**Run 1: clock routing**

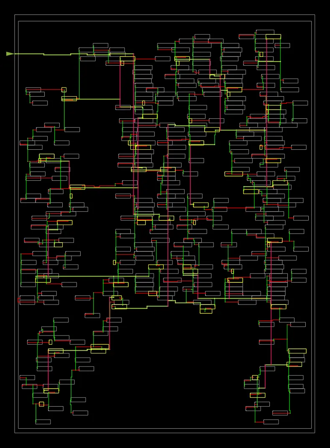
**Run 1: met3 routing**

(1.5 px per um) Cells faint in the background.
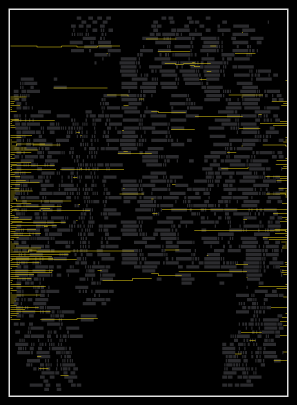
**Run 1: wires at chosen ports, followed through buffers**

(2 px per um)
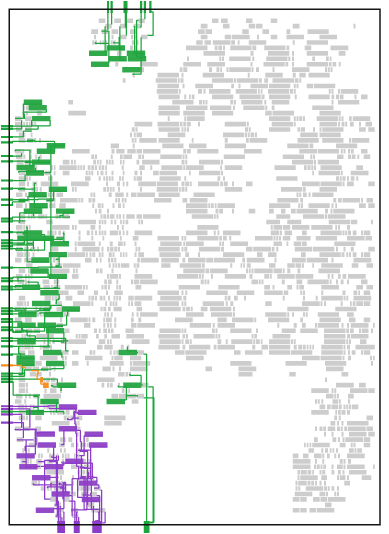
**Run 1: clock network drawn from the DEF**

(2 px per um)
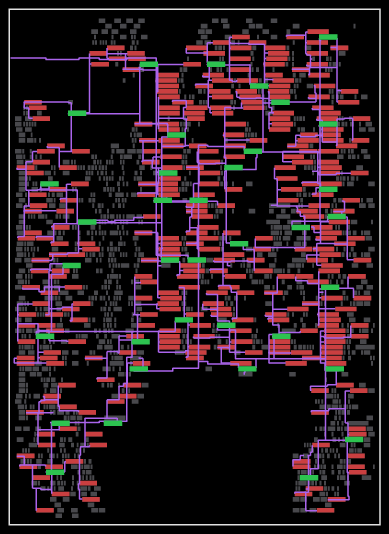
File: src/rtl/network_interface_if.sv
// Core/router handshake bundle for the local-port network interface.
// Packet layout (LSB first): x_dest[3:0], y_dest[3:0], x_source[3:0], y_source[3:0],
// measure[TS_WIDTH], payload[16].
interface network_interface_if #(
  parameter int unsigned TS_WIDTH = 16
);
  localparam int unsigned PktW = 32 + TS_WIDTH;

  logic [PktW-1:0] i_core_data;
  logic            i_core_data_val;
  logic            o_core_en;
  logic [PktW-1:0] o_net_data;
  logic            o_net_data_val;
  logic            i_net_en;
  logic [PktW-1:0] i_net_data;
  logic            i_net_data_val;
  logic            o_net_en;
  logic [PktW-1:0] o_core_data;
  logic            o_core_data_val;
  logic            i_core_en;

  modport slave (
    input  i_core_data, i_core_data_val, i_net_en, i_net_data, i_net_data_val, i_core_en,
    output o_core_en, o_net_data, o_net_data_val, o_net_en, o_core_data, o_core_data_val
  );

  modport master (
    output i_core_data, i_core_data_val, i_net_en, i_net_data, i_net_data_val, i_core_en,
    input  o_core_en, o_net_data, o_net_data_val, o_net_en, o_core_data, o_core_data_val
  );
endinterface

File: src/rtl/network_interface.sv
// Local-port network interface: stamped injection FIFO toward the router, destination-checked
// ejection register toward the core. Define NI_LATENCY_STATS_EN for total/max latency outputs.
module network_interface #(
  parameter int unsigned X_LOC     = 0,
  parameter int unsigned Y_LOC     = 0,
  parameter int unsigned INJ_DEPTH = 4,
  parameter int unsigned TS_WIDTH  = 16,
  parameter int unsigned CNT_WIDTH = 16
) (
  input  logic                  clk,
  input  logic                  reset_n,
  network_interface_if.slave    bus,
  output logic [TS_WIDTH-1:0]   o_latency,
  output logic                  o_dest_error,
  output logic [CNT_WIDTH-1:0]  o_inj_count,
  output logic [CNT_WIDTH-1:0]  o_ej_count
`ifdef NI_LATENCY_STATS_EN
  ,
  output logic [TS_WIDTH+CNT_WIDTH-1:0] o_total_latency,
  output logic [TS_WIDTH-1:0]           o_max_latency
`endif
);

  localparam int unsigned PktW    = 32 + TS_WIDTH;
  localparam int unsigned PtrW    = $clog2(INJ_DEPTH);
  localparam int unsigned MeasLsb = 16;
  localparam logic [3:0]  XLoc    = 4'(X_LOC);
  localparam logic [3:0]  YLoc    = 4'(Y_LOC);

  localparam logic [0:0] InjEmpty  = 1'b0;
  localparam logic [0:0] InjLoaded = 1'b1;
  localparam logic [0:0] EjIdle    = 1'b0;
  localparam logic [0:0] EjHold    = 1'b1;

  logic [TS_WIDTH-1:0] ts_q;

  always_ff @(posedge clk or negedge reset_n) begin
    if (!reset_n) ts_q <= '0;
    else          ts_q <= ts_q + TS_WIDTH'(1);
  end

  // ---------------- Injection ----------------
  logic [PktW-1:0] mem_q [INJ_DEPTH];
  logic [PtrW-1:0] wr_ptr_q, rd_ptr_q;
  logic [PtrW:0]   count_q, count_d;
  logic            full, empty, push, pop, net_xfer;
  logic [0:0]      inj_state_q, inj_state_d;
  logic [PktW-1:0] net_data_q, stamped;
  logic [CNT_WIDTH-1:0] inj_count_q;
  logic            unused_core_src;

  assign full     = (count_q == (PtrW+1)'(INJ_DEPTH));
  assign empty    = (count_q == '0);
  assign push     = bus.i_core_data_val && !full;
  assign net_xfer = (inj_state_q == InjLoaded) && bus.i_net_en;
  assign pop      = !empty && ((inj_state_q == InjEmpty) || net_xfer);

  // Core-supplied source and measure fields are overwritten by the stamp.
  assign stamped = {bus.i_core_data[PktW-1 -: 16], ts_q, YLoc, XLoc, bus.i_core_data[7:0]};
  assign unused_core_src = ^bus.i_core_data[MeasLsb+TS_WIDTH-1:8];

  always_comb begin
    count_d = count_q;
    if (push && !pop)      count_d = count_q + (PtrW+1)'(1);
    else if (!push && pop) count_d = count_q - (PtrW+1)'(1);
  end

  always_comb begin
    inj_state_d = inj_state_q;
    if (pop)           inj_state_d = InjLoaded;
    else if (net_xfer) inj_state_d = InjEmpty;
  end

  always_ff @(posedge clk) begin
    if (push) mem_q[wr_ptr_q] <= stamped;
  end

  always_ff @(posedge clk or negedge reset_n) begin
    if (!reset_n) begin
      wr_ptr_q    <= '0;
      rd_ptr_q    <= '0;
      count_q     <= '0;
      inj_state_q <= InjEmpty;
      net_data_q  <= '0;
      inj_count_q <= '0;
    end else begin
      count_q     <= count_d;
      inj_state_q <= inj_state_d;
      if (push) wr_ptr_q <= wr_ptr_q + PtrW'(1);
      if (pop) begin
        rd_ptr_q   <= rd_ptr_q + PtrW'(1);
        net_data_q <= mem_q[rd_ptr_q];
      end
      if (net_xfer && (inj_count_q != '1)) inj_count_q <= inj_count_q + CNT_WIDTH'(1);
    end
  end

  assign bus.o_core_en      = !full;
  assign bus.o_net_data     = net_data_q;
  assign bus.o_net_data_val = (inj_state_q == InjLoaded);
  assign o_inj_count        = inj_count_q;

  // ---------------- Ejection ----------------
  logic [0:0]          ej_state_q, ej_state_d;
  logic [PktW-1:0]     hold_q;
  logic                net_en, accept, dest_ok, capture, handoff;
  logic [TS_WIDTH-1:0] lat, latency_q;
  logic                dest_err_q;
  logic [CNT_WIDTH-1:0] ej_count_q;

  assign net_en  = (ej_state_q == EjIdle) || bus.i_core_en;
  assign accept  = bus.i_net_data_val && net_en;
  assign dest_ok = (bus.i_net_data[3:0] == XLoc) && (bus.i_net_data[7:4] == YLoc);
  assign capture = accept && dest_ok;
  assign handoff = (ej_state_q == EjHold) && bus.i_core_en;
  assign lat     = ts_q - bus.i_net_data[MeasLsb +: TS_WIDTH];

  always_comb begin
    ej_state_d = ej_state_q;
    if (capture)      ej_state_d = EjHold;
    else if (handoff) ej_state_d = EjIdle;
  end

  always_ff @(posedge clk or negedge reset_n) begin
    if (!reset_n) begin
      ej_state_q <= EjIdle;
      hold_q     <= '0;
      latency_q  <= '0;
      dest_err_q <= 1'b0;
      ej_count_q <= '0;
    end else begin
      ej_state_q <= ej_state_d;
      if (capture) begin
        hold_q    <= bus.i_net_data;
        latency_q <= lat;
      end
      if (accept && !dest_ok) dest_err_q <= 1'b1;
      if (handoff && (ej_count_q != '1)) ej_count_q <= ej_count_q + CNT_WIDTH'(1);
    end
  end

  assign bus.o_net_en        = net_en;
  assign bus.o_core_data     = hold_q;
  assign bus.o_core_data_val = (ej_state_q == EjHold);
  assign o_latency           = latency_q;
  assign o_dest_error        = dest_err_q;
  assign o_ej_count          = ej_count_q;

`ifdef NI_LATENCY_STATS_EN
  localparam int unsigned TotW = TS_WIDTH + CNT_WIDTH;

  logic [TotW-1:0]     total_q;
  logic [TotW:0]       total_sum;
  logic [TS_WIDTH-1:0] max_q;

  assign total_sum = {1'b0, total_q} + (TotW+1)'(lat);

  always_ff @(posedge clk or negedge reset_n) begin
    if (!reset_n) begin
      total_q <= '0;
      max_q   <= '0;
    end else if (capture) begin
      total_q <= total_sum[TotW] ? '1 : total_sum[TotW-1:0];
      if (lat > max_q) max_q <= lat;
    end
  end

  assign o_total_latency = total_q;
  assign o_max_latency   = max_q;
`endif

endmodule

File: src/flat_wrapper.sv
// flat-port wrapper written by rule: the top's interface ports become plain ports
module network_interface_flat 
#(
  parameter int unsigned X_LOC     = 0,
  parameter int unsigned Y_LOC     = 0,
  parameter int unsigned INJ_DEPTH = 4,
  parameter int unsigned TS_WIDTH  = 16,
  parameter int unsigned CNT_WIDTH = 16
)
  (clk, reset_n, o_latency, o_dest_error, o_inj_count, o_ej_count, bus_i_core_data, bus_i_core_data_val, bus_i_net_en, bus_i_net_data, bus_i_net_data_val, bus_i_core_en, bus_o_core_en, bus_o_net_data, bus_o_net_data_val, bus_o_net_en, bus_o_core_data, bus_o_core_data_val);
  network_interface_if #(.TS_WIDTH(TS_WIDTH)) bus_i ();
  input  logic clk;
  input  logic reset_n;
  output logic [TS_WIDTH-1:0] o_latency;
  output logic o_dest_error;
  output logic [CNT_WIDTH-1:0] o_inj_count;
  output logic [CNT_WIDTH-1:0] o_ej_count;
  input wire logic [$bits(bus_i.i_core_data)-1:0] bus_i_core_data;
  input wire logic [$bits(bus_i.i_core_data_val)-1:0] bus_i_core_data_val;
  input wire logic [$bits(bus_i.i_net_en)-1:0] bus_i_net_en;
  input wire logic [$bits(bus_i.i_net_data)-1:0] bus_i_net_data;
  input wire logic [$bits(bus_i.i_net_data_val)-1:0] bus_i_net_data_val;
  input wire logic [$bits(bus_i.i_core_en)-1:0] bus_i_core_en;
  output wire logic [$bits(bus_i.o_core_en)-1:0] bus_o_core_en;
  output wire logic [$bits(bus_i.o_net_data)-1:0] bus_o_net_data;
  output wire logic [$bits(bus_i.o_net_data_val)-1:0] bus_o_net_data_val;
  output wire logic [$bits(bus_i.o_net_en)-1:0] bus_o_net_en;
  output wire logic [$bits(bus_i.o_core_data)-1:0] bus_o_core_data;
  output wire logic [$bits(bus_i.o_core_data_val)-1:0] bus_o_core_data_val;
  assign bus_i.i_core_data = bus_i_core_data;
  assign bus_i.i_core_data_val = bus_i_core_data_val;
  assign bus_i.i_net_en = bus_i_net_en;
  assign bus_i.i_net_data = bus_i_net_data;
  assign bus_i.i_net_data_val = bus_i_net_data_val;
  assign bus_i.i_core_en = bus_i_core_en;
  assign bus_o_core_en = bus_i.o_core_en;
  assign bus_o_net_data = bus_i.o_net_data;
  assign bus_o_net_data_val = bus_i.o_net_data_val;
  assign bus_o_net_en = bus_i.o_net_en;
  assign bus_o_core_data = bus_i.o_core_data;
  assign bus_o_core_data_val = bus_i.o_core_data_val;
  network_interface #(.X_LOC(X_LOC), .Y_LOC(Y_LOC), .INJ_DEPTH(INJ_DEPTH), .TS_WIDTH(TS_WIDTH), .CNT_WIDTH(CNT_WIDTH)) u_core (.clk(clk), .reset_n(reset_n), .bus(bus_i), .o_latency(o_latency), .o_dest_error(o_dest_error), .o_inj_count(o_inj_count), .o_ej_count(o_ej_count));
endmodule
File: config.mk
export PLATFORM = sky130hd
export DESIGN_NAME = network_interface_flat
export DESIGN_NICKNAME = d
export VERILOG_FILES = /design/src/rtl/network_interface_if.sv /design/src/rtl/network_interface.sv /design/src/flat_wrapper.sv
export SDC_FILE = /design/constraint.sdc
export NUM_CORES = 1
export LEC_CHECK = 0
export ABC_AREA = 1
export CAP_MARGIN = 10
export CORE_ASPECT_RATIO = 1.4
export CORE_MARGIN = 2
export CORE_UTILIZATION = 30
export DETAILED_ROUTE_END_ITERATION = 12
export PLACE_DENSITY = 0.56
export SLEW_MARGIN = 25
export SYNTH_ARGS = -nofsm -noshare
export SYNTH_HDL_FRONTEND = slang
export SYNTH_SLANG_ARGS = --single-unit
File: constraint.sdc
create_clock -name clk -period 3.4 [get_ports clk]
set_input_delay 0.68 -clock clk [delete_from_list [all_inputs] [get_ports clk]]
set_output_delay 0.68 -clock clk [all_outputs]
set_load 0.02 [all_outputs]
==> results_slide.txt, run 1 <==
Key Metrics from the Run

Timing
  – Fin crit period: ~2.6 ns
  – Slew headroom: 39.3%
  – # setup viols final: 0
  – Period utilization: 77.0%
  – Final Hold Fails: 0
  – TNS Setup: 0 ns
  – Final tally of max-slew violations: 0
  – Setup WS post-layout: 0.782 ns
  – Fmax: 382 MHz
  – Min Hold Slack: approximately 0.055 ns
  – RSZ-0062 raised after global routing: no
  – Actual slew at the worst max-slew pin: 0.911 ns

Detailed routing
  – Iter 0 DRT Violations: between 400 and 500
  – DRT Pass-1 Iters: 4
  – Routed Antenna Nets: 0
  – Wire per inst: between 10 and 15 um
  – DR vias/cell: about 4.4
  – Vias: 9805
  – Drt drc: 0
  – WL final: between 30000 and 40000 um

Clock tree
  – Clk Tree Root Cell: clkbuf_16
  – CTS max path bufs: 3
  – TritonCTS buffer count: 36
  – Clock sinks: ~320
  – Setup Buffers After CTS: 0
  – CTS Hold Bufs: 0
  – CTS tree: built
  – Clock Pin Slew Worst Setup and Hold Paths: approximately 0.060 ns
  – Gates resized, CTS repair: 0
  – CTS H-tree lvls: 2

Global routing
  – GRT overflow: 0
  – First-pass GRT wire length: between 50000 and 60000 um
  – Number of global-route vias before repair: between 9k and 10k
  – Antenna violations before repair: 0
  – Total Routing Usage GR: about 14%
  – Largest net degree at the start of global routing: approximately 100

Floorplanning
  – IO Count: about 250
  – Horiz. Die Dim: about 180 um
  – Die span in y: roughly 260 um
  – Chip footprint: roughly 47000 um^2
  – Starting density of the core: a little under a third
  – Core outline area: ~45000 um^2
  – Std-Cell Rows: between 90 and 100

Synth
  – Area leader share: a little over a third
  – Register bit total from synthesis: between 300 and 400
  – FFs w/ async S/R, synth: 50.3%
  – Yosys cell count: 1356
  – Number of synthesized flops with an enable pin: about 160
  – YS chip area: approximately 14000 um^2
  – Mean Syn Cell Area: ~10 um^2
  – Cell Type Count: 35
  – Post-Syn Instances: approximately 1.4k
  – Leading area contributor after synthesis: edfxtp_1
  – Synth warnings: 0
  – Post-Syn Area: 13700 um^2
  – Biggest area cells: edfxtp_1 (35%), dfrtp_1 (30%), nand2_1 (7.8%), nor2_1 (7.2%), o21ai_0 (4.1%)
  – Seq share, synth: about 65%
  – Top_reg_cell synth: dfrtp_1

Critical path
  – Crit path DRT: between 2 and 3 ns
  – CP Max Fanout: 3
  – Critical path endpoint category: output port
  – Arr. time, crit path: 1.94 ns
  – Startpoint types: primary input
  – Kind of critical path: in2out

Finish
  – Post-Layout Cell Count: between 2k and 2.5k
  – Area Overhead vs Synth: 30.4%
  – Antenna cells: 0
  – Design Area, Final: between 15000 and 20000 um^2
  – Share of layout cells above drive strength 1: about 6.8%
  – Final core utilization: 39.6%
  – Fin nets: approximately 1.7k

Run
  – OpenROAD warning count: 54
  – Max_cap viols: 0

Power
  – Pleak: 7.40 nW
  – Total power: 0.0129 W
  – Pwr dens: ~720 nW/um^2
  – Worst IR Drop VDD: ~0.4 mV

Min path
  – Worst min path class: in2async

Placed design
  – I/O Buffers: between 200 and 250
  – Placed cell areas: 16700 um^2
  – Post-placement cell count: 2158
  – DP HPWL: about 21000 um
  – Setup WS pre-CTS: 0.745 ns
  – Gpl congestion: between 0.8 and 0.9

Run status
  – Outcome: finished clean
-- 'clock routing' (at the start) --
Clk Latency, worst-skew pair: 0.54 ns
Clock Power: 0.00387 W
skew final: 0.0133 ns

-- 'met3 routing' (at the start) --
The layer carries 2310 um of wire. The longest straight run is 83.0 um.

-- 'wires at chosen ports, followed through buffers' (at the start) --
`bus_o_core_data`: drawn in green, direction output, edge 38 left, 7 top, 3 bottom, end cells 48, buffers 48, wire 1740 um. `bus_i_net_data_val`: drawn in orange, direction input, edge left, end cells 2, buffers 1, wire 22.8 um. `o_ej_count`: drawn in purple, direction output, edge 12 bottom, 4 left, end cells 16, buffers 16, wire 815 um.

-- 'clock network drawn from the DEF' (at the start) --
clock wires: drawn in purple, length 4280 um. clock drivers: drawn in green, count 36. flip-flops: drawn in red, count 322.
There are 37 routed clock nets.

## run 1: final cells by class
class,count,area [um^2]
multi-input cells,874,4210
flip-flops and latches,322,8860
clock buffers,46,978
fillers,4437,27200
inverters,110,415
clock inverters,19,204
well taps,611,764
repair buffers,242,2450
## run 1: cell usage in the layout (no fill, tap or decap), types with 14 or more instances in the layout
| master | count |
|---|---|
| a31oi_1 | 40 |
| xor2_1 | 32 |
| nor2_1 | 260 |
| edfxtp_1 | 160 |
| dfrtp_1 | 160 |
| clkbuf_16 | 36 |
| nand2_1 | 285 |
| nand3_1 | 42 |
| nor3_1 | 14 |
| o21ai_0 | 112 |
| buf_4 | 18 |
| ha_1 | 23 |
| clkdlybuf4s50_1 | 217 |
| inv_1 | 104 |
## run 1: synth_stat cells (4+ instances only)
cell,number
nand2_1,286
nor2_1,264
dfrtp_1,162
edfxtp_1,160
o21ai_0,112
inv_1,104
nand3_1,42
a31oi_1,40
xor2_1,32
clkbuf_1,28
ha_1,23
buf_2,15
nor3_1,14
xnor2_1,12
a21oi_1,10
buf_4,8
inv_2,5
nand4_1,5
nand3b_1,4
## run 1: cell families after synthesis
logic type | share of synthesized area, %
DFF | 64.6
buffers and inverters | 5.11
adders and majority gates | 2.39
other | 0.0274
xor gates and xnor gates | 2.81
and+or+nand+nor | 18.3
muxes | 0.0821
AOI/OAI and AO/OA | 6.65
## run 1: path summary, 6_finish.rpt
| check | startpoint | endpoint | slack (ns) | cells past startpoint |
|---|---|---|---|---|
| worst max-delay path | bus_i_core_en | bus_o_net_en | 0.78 | 4 |
| worst min-delay path | reset_n | u_core.o_inj_count[4] | 0.05 | 1 |
| worst max register to register | u_core.count_q[0] | u_core.count_q[2] | 1.29 | 11 |
| worst min register to register | u_core.bus.o_core_data[16] | u_core.bus.o_core_data[16] | 0.48 | 2 |
| max in group asynchronous | reset_n | u_core.bus.o_core_data[27] | 2.33 | 3 |
| min in group clk | u_core.bus.o_core_data[16] | u_core.bus.o_core_data[16] | 0.48 | 2 |
## run 1: registers in the layout (all words and copies together) (netlist names)
name,count
u_core.bus.o_net_data,40
u_core.ts_q,16
u_core.bus.o_core_data_val,1
u_core.wr_ptr_q,2
u_core.o_latency,16
u_core.rd_ptr_q,2
u_core.count_q,3
u_core.mem_q,160
u_core.o_dest_error,1
u_core.bus.o_core_data,48
u_core.bus.o_net_data_val,1
u_core.o_ej_count,16
u_core.o_inj_count,16
## run 1: power breakdown
group          internal [W]  switching [W]  leakage, nW
logic               0.00145        0.00228         3.36
clock network       0.00229        0.00159        0.577
registers           0.00494       0.000351         3.46
## run 1: worst max-delay path, cell delays in order
cell             delay (ns)
clkdlybuf4s50_1        0.48
inv_1                  0.06
nand2_1                0.10
clkdlybuf4s50_1        0.62
## run 1: metal layers
layer | part of all wire [%] | global-route usage, % | vias up
li1 | - | - | 4885
met1 | 41 | 15.8 | 4620
met2 | 50 | 25.0 | 249
met3 | 7.1 | 3.99 | 51
met4 | 2.4 | 4.25 | 0
met5 | 0 | 0 | -
--- run 2 (diff from run 1) ---
Settings changed: PLACE_DENSITY 0.56 to 0.57.
Clock period 3.4 ns to 2.35 ns, I/O delays scaled along.
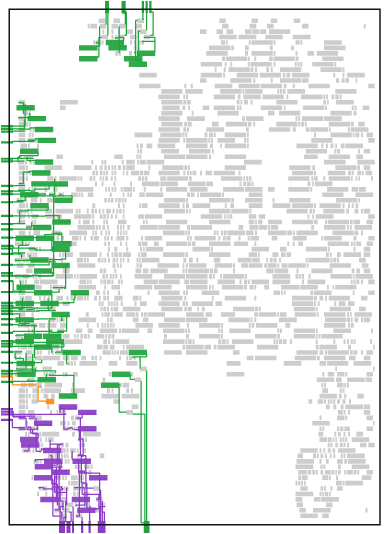
**Above:** run 2 (wires at chosen ports, followed through buffers).
(2 px per um)
`bus_i_net_data_val`: drawn in orange, direction input, edge left, end cells 2, buffers 1, wire 32.4 um. `o_ej_count`: drawn in purple, direction output, edge 12 bottom, 4 left, end cells 16, buffers 16, wire 735 um. `bus_o_core_data`: drawn in green, direction output, edge 38 left, 7 top, 3 bottom, end cells 48, buffers 48, wire 1690 um.

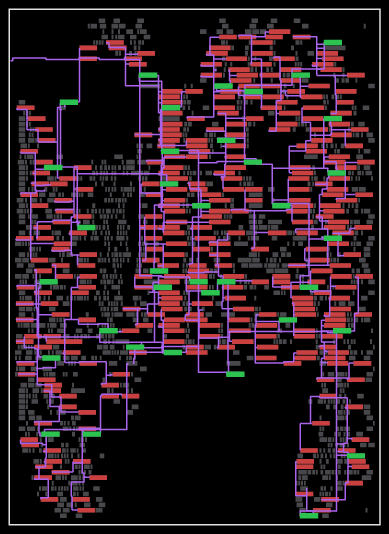
**Above:** run 2 (clock network drawn from the DEF).
(2 px per um)
clock wires: drawn in purple, length 4410 um. flip-flops: drawn in red, count 322. clock drivers: drawn in green, count 36.
There are 37 routed clock nets. Position of the flops: all over the die.
Clock Power: 0.00557 W
skew final: 0.0210 ns

==> run 2 against run 1 <==
Net effect: power grew 45%; first-iteration DRC count grew 21%; critical path depth shrank 1; clock skew grew 0.0077 ns; worst hold slack gained 0.40 ns; largest cell class unchanged; sequential cell count is the same; critical path type is now reg2out; sequential share of layout area shrank 0.26 points; highest routed layer unchanged; core utilization grew 0.21 points; via count shrank 0.44%; final cell count grew 0.40%.
==> results_slide.txt, run 2 <==
Key Metrics from the Run

Synth
  – Number of synthesized flops with an enable pin: 160 (unchanged)
  – YS chip area: 13700 um^2 (unchanged)
  – Yosys cell count: 1356 (unchanged)
  – Area leader share: 35.0% (unchanged)
  – Biggest area cells: edfxtp_1 (35%), dfrtp_1 (30%), nand2_1 (7.8%), nor2_1 (7.2%), o21ai_0 (4.1%)
  – Leading area contributor after synthesis: edfxtp_1
  – Cell Type Count: 35 (unchanged)
  – Top_reg_cell synth: dfrtp_1
  – Post-Syn Area: 13700 um^2 (unchanged)
  – List of most frequent post-synthesis cells: nand2_1 (286), nor2_1 (264), dfrtp_1 (162), edfxtp_1 (160), o21ai_0 (112)
  – Synth top cell by count: nand2_1
  – Seq share, synth: 64.6% (unchanged)
  – Register bit total from synthesis: 322 (unchanged)
  – Mean Syn Cell Area: 10.1 um^2 (unchanged)
  – FFs w/ async S/R, synth: 50.3% (unchanged)
  – Synth warnings: 0 (unchanged)
  – Post-Syn Instances: 1356 (unchanged)

Clock tree
  – CTS tree: built
  – Clock Pin Slew Worst Setup and Hold Paths: 0.06 ns (about the same)
  – Clk Latency, worst-skew pair: 0.53 ns (about the same)
  – Setup Buffers After CTS: 0 (unchanged)
  – CTS H-tree lvls: 2 (unchanged)
  – Gates resized, CTS repair: 0 (unchanged)
  – CTS max path bufs: 3 (unchanged)
  – TritonCTS buffer count: 36 (unchanged)
  – Clock sinks: 322 (unchanged)
  – Clk Tree Root Cell: clkbuf_16

Timing
  – Fmax: approximately 450 MHz
  – TNS Setup: 0 ns (unchanged)
  – Actual slew at the worst max-slew pin: 0.612 ns (-0.299 ns)
  – # setup viols final: 0 (unchanged)
  – Setup WS post-layout: 0.136 ns (-0.646 ns)
  – Final Hold Fails: 0 (unchanged)
  – RSZ-0062 raised after global routing: no
  – Fin crit period: around 2.2 ns
  – Slew headroom: 59.0% (+20 points)
  – Min Hold Slack: 0.452 ns (+0.397 ns)
  – Final tally of max-slew violations: 0 (unchanged)
  – Period utilization: a little over nine tenths

Critical path
  – Critical path endpoint category: output port
  – Crit path DRT: 1.88 ns (-0.84 ns)
  – CP Max Fanout: 4 (+1)
  – Kind of critical path: reg2out
  – Arr. time, crit path: 1.74 ns (-0.20 ns)
  – Startpoint types: register

Run status
  – Outcome: finished clean

Detailed routing
  – WL final: 32900 um (+0.50%)
  – Wire per inst: 14.7 um (about the same)
  – Drt drc: 0 (unchanged)
  – DR vias/cell: 4.37 (-0.84%)
  – Routed Antenna Nets: 0 (unchanged)
  – DRT Pass-1 Iters: 5 (+1)
  – Vias: 9762 (-0.44%)
  – Iter 0 DRT Violations: 503 (+21%)

Placed design
  – I/O Buffers: 218 (unchanged)
  – DP HPWL: 21600 um (+0.86%)
  – Setup WS pre-CTS: 0.00932 ns (-0.736 ns)
  – Gpl congestion: 0.803 (-4.2%)
  – Placed cell areas: 16800 um^2 (+0.81%)

Finish
  – Commonest non-fill, non-tap cell in the layout: nand2_1
  – Share of layout cells above drive strength 1: 6.97% (+0.21 points)
  – Fill cells: 4454 (+0.38%)
  – Max reg flops: 160 (unchanged)
  – Area Overhead vs Synth: 31.1%
  – Flop area: 8860 um^2 (unchanged)
  – Antenna cells: 0 (unchanged)
  – Design Area, Final: 18000 um^2 (+0.53%)
  – Fin nets: 1721 (+0.47%)
  – Top cells excl fill/tap: nand2_1 (285), nor2_1 (260), clkdlybuf4s50_1 (217)
  – Reg with most FFs: u_core.mem_q
  – Logic area: 4210 um^2 (unchanged)

Power
  – Pleak: 7.44 nW (+0.58%)
  – Total power: 0.0187 W (+45%)
  – Pwr dens: 1040 nW/um^2 (+44%)
  – Worst IR Drop VDD: 0.526 mV (+32%)

Floorplanning
  – IO Count: 251 (unchanged)
  – Chip footprint: 47500 um^2 (unchanged)
  – Std-Cell Rows: 92 (unchanged)
  – Horiz. Die Dim: 185 um (unchanged)
  – Die span in y: 257 um (unchanged)
  – Core outline area: 45100 um^2 (unchanged)
  – Starting density of the core: 30.4% (unchanged)

Run
  – Max_cap viols: 0 (unchanged)
  – OpenROAD warning count: 54 (unchanged)

Global routing
  – First-pass GRT wire length: 53100 um (+1.6%)
  – Antenna violations before repair: 0 (unchanged)
  – Total Routing Usage GR: 14.2% (+0.24 points)
  – Largest net degree at the start of global routing: 75 (-26%)
  – GRT overflow: 0 (unchanged)
  – Number of global-route vias before repair: 9936 (+1.7%)

Min path
  – Worst min path class: in2async
## run 2: path summary, 6_finish.rpt
| kind | start | end | slack (ns) | cells after the start |
|---|---|---|---|---|
| max | u_core.count_q[0] | bus_o_core_en | 0.14 | 3 |
| min | reset_n | u_core.o_inj_count[8] | 0.45 | 2 |
| max reg2reg | u_core.ts_q[0] | u_core.o_latency[12] | 0.36 | 11 |
| min reg2reg | u_core.bus.o_core_data[41] | u_core.bus.o_core_data[41] | 0.47 | 2 |
| max in group asynchronous | reset_n | u_core.bus.o_core_data[15] | 1.20 | 3 |
| min in group clk | bus_i_net_data[9] | u_core.bus.o_core_data[9] | 0.47 | 3 |
## run 2: cell families (layout without fill, tap and decap cells)
group                    after synthesis  in the layout  share of synthesized area [%]
flip-flops                           322            322                           64.6
AND-OR/OR-AND                        169            169                           6.65
adder cells (fa/ha/maj)               25             25                           2.39
other                                  1              8                         0.0274
multiplexers                           1              1                         0.0821
XOR/XNOR                              44             44                           2.81
AND/OR/NAND/NOR                      627            627                           18.3
buffers and inverters                167            426                           5.11
## run 2: layout make-up
| cell class | instances | area share, % |
|---|---|---|
| Sequential cell | 322 | 49.3 |
| Inverter | 110 | 2.31 |
| Multi-Input combinational cell | 874 | 23.4 |
| Timing Repair Buffer | 250 | 14.3 |
| Clock inverter | 18 | 1.13 |
| Tap cell | 611 | 4.25 |
| Clock buffer | 48 | 5.32 |
## run 2: layer usage
layer	track usage [%]	routed length, um	vias to the layer above
met5	0	0	-
met4	4.50	799	0
met3	4.01	2320	47
met2	25.3	16500	251
met1	16.2	13300	4568
li1	-	-	4896
## run 2: stage by stage
| stage | utilization, % | instances |
|---|---|---|
| after floorplan | - | 1363 |
| after detailed placement | 37.2 | 2166 |
| after global routing | 39.8 | 2233 |
| after global placement | 37.2 | 2166 |
| after CTS | 39.8 | 2233 |
| final | 39.8 | 2233 |
## run 2: power by group
| part | leakage (nW) | switching (W) | internal [W] |
|---|---|---|---|
| Sequential | 3.46 | 0.000538 | 0.00714 |
| Clock | 0.566 | 0.00233 | 0.00324 |
| Combinational | 3.42 | 0.00328 | 0.00217 |
| Total | 7.44 | 0.00615 | 0.0126 |
## run 2: repair_timing
item,in CTS,in global routing
hold buffers,1,0
setup endpoints to repair,0,0
hold endpoints to repair,46,0
## run 2: worst max-delay path: stages, from the launching register on
cell and delay (ns):
dfrtp_1 0.43, nor2_1 0.08, nand2_1 0.09, clkdlybuf4s50_1 0.61
Power figures rest on the tool's default switching activity, not on a simulated workload.
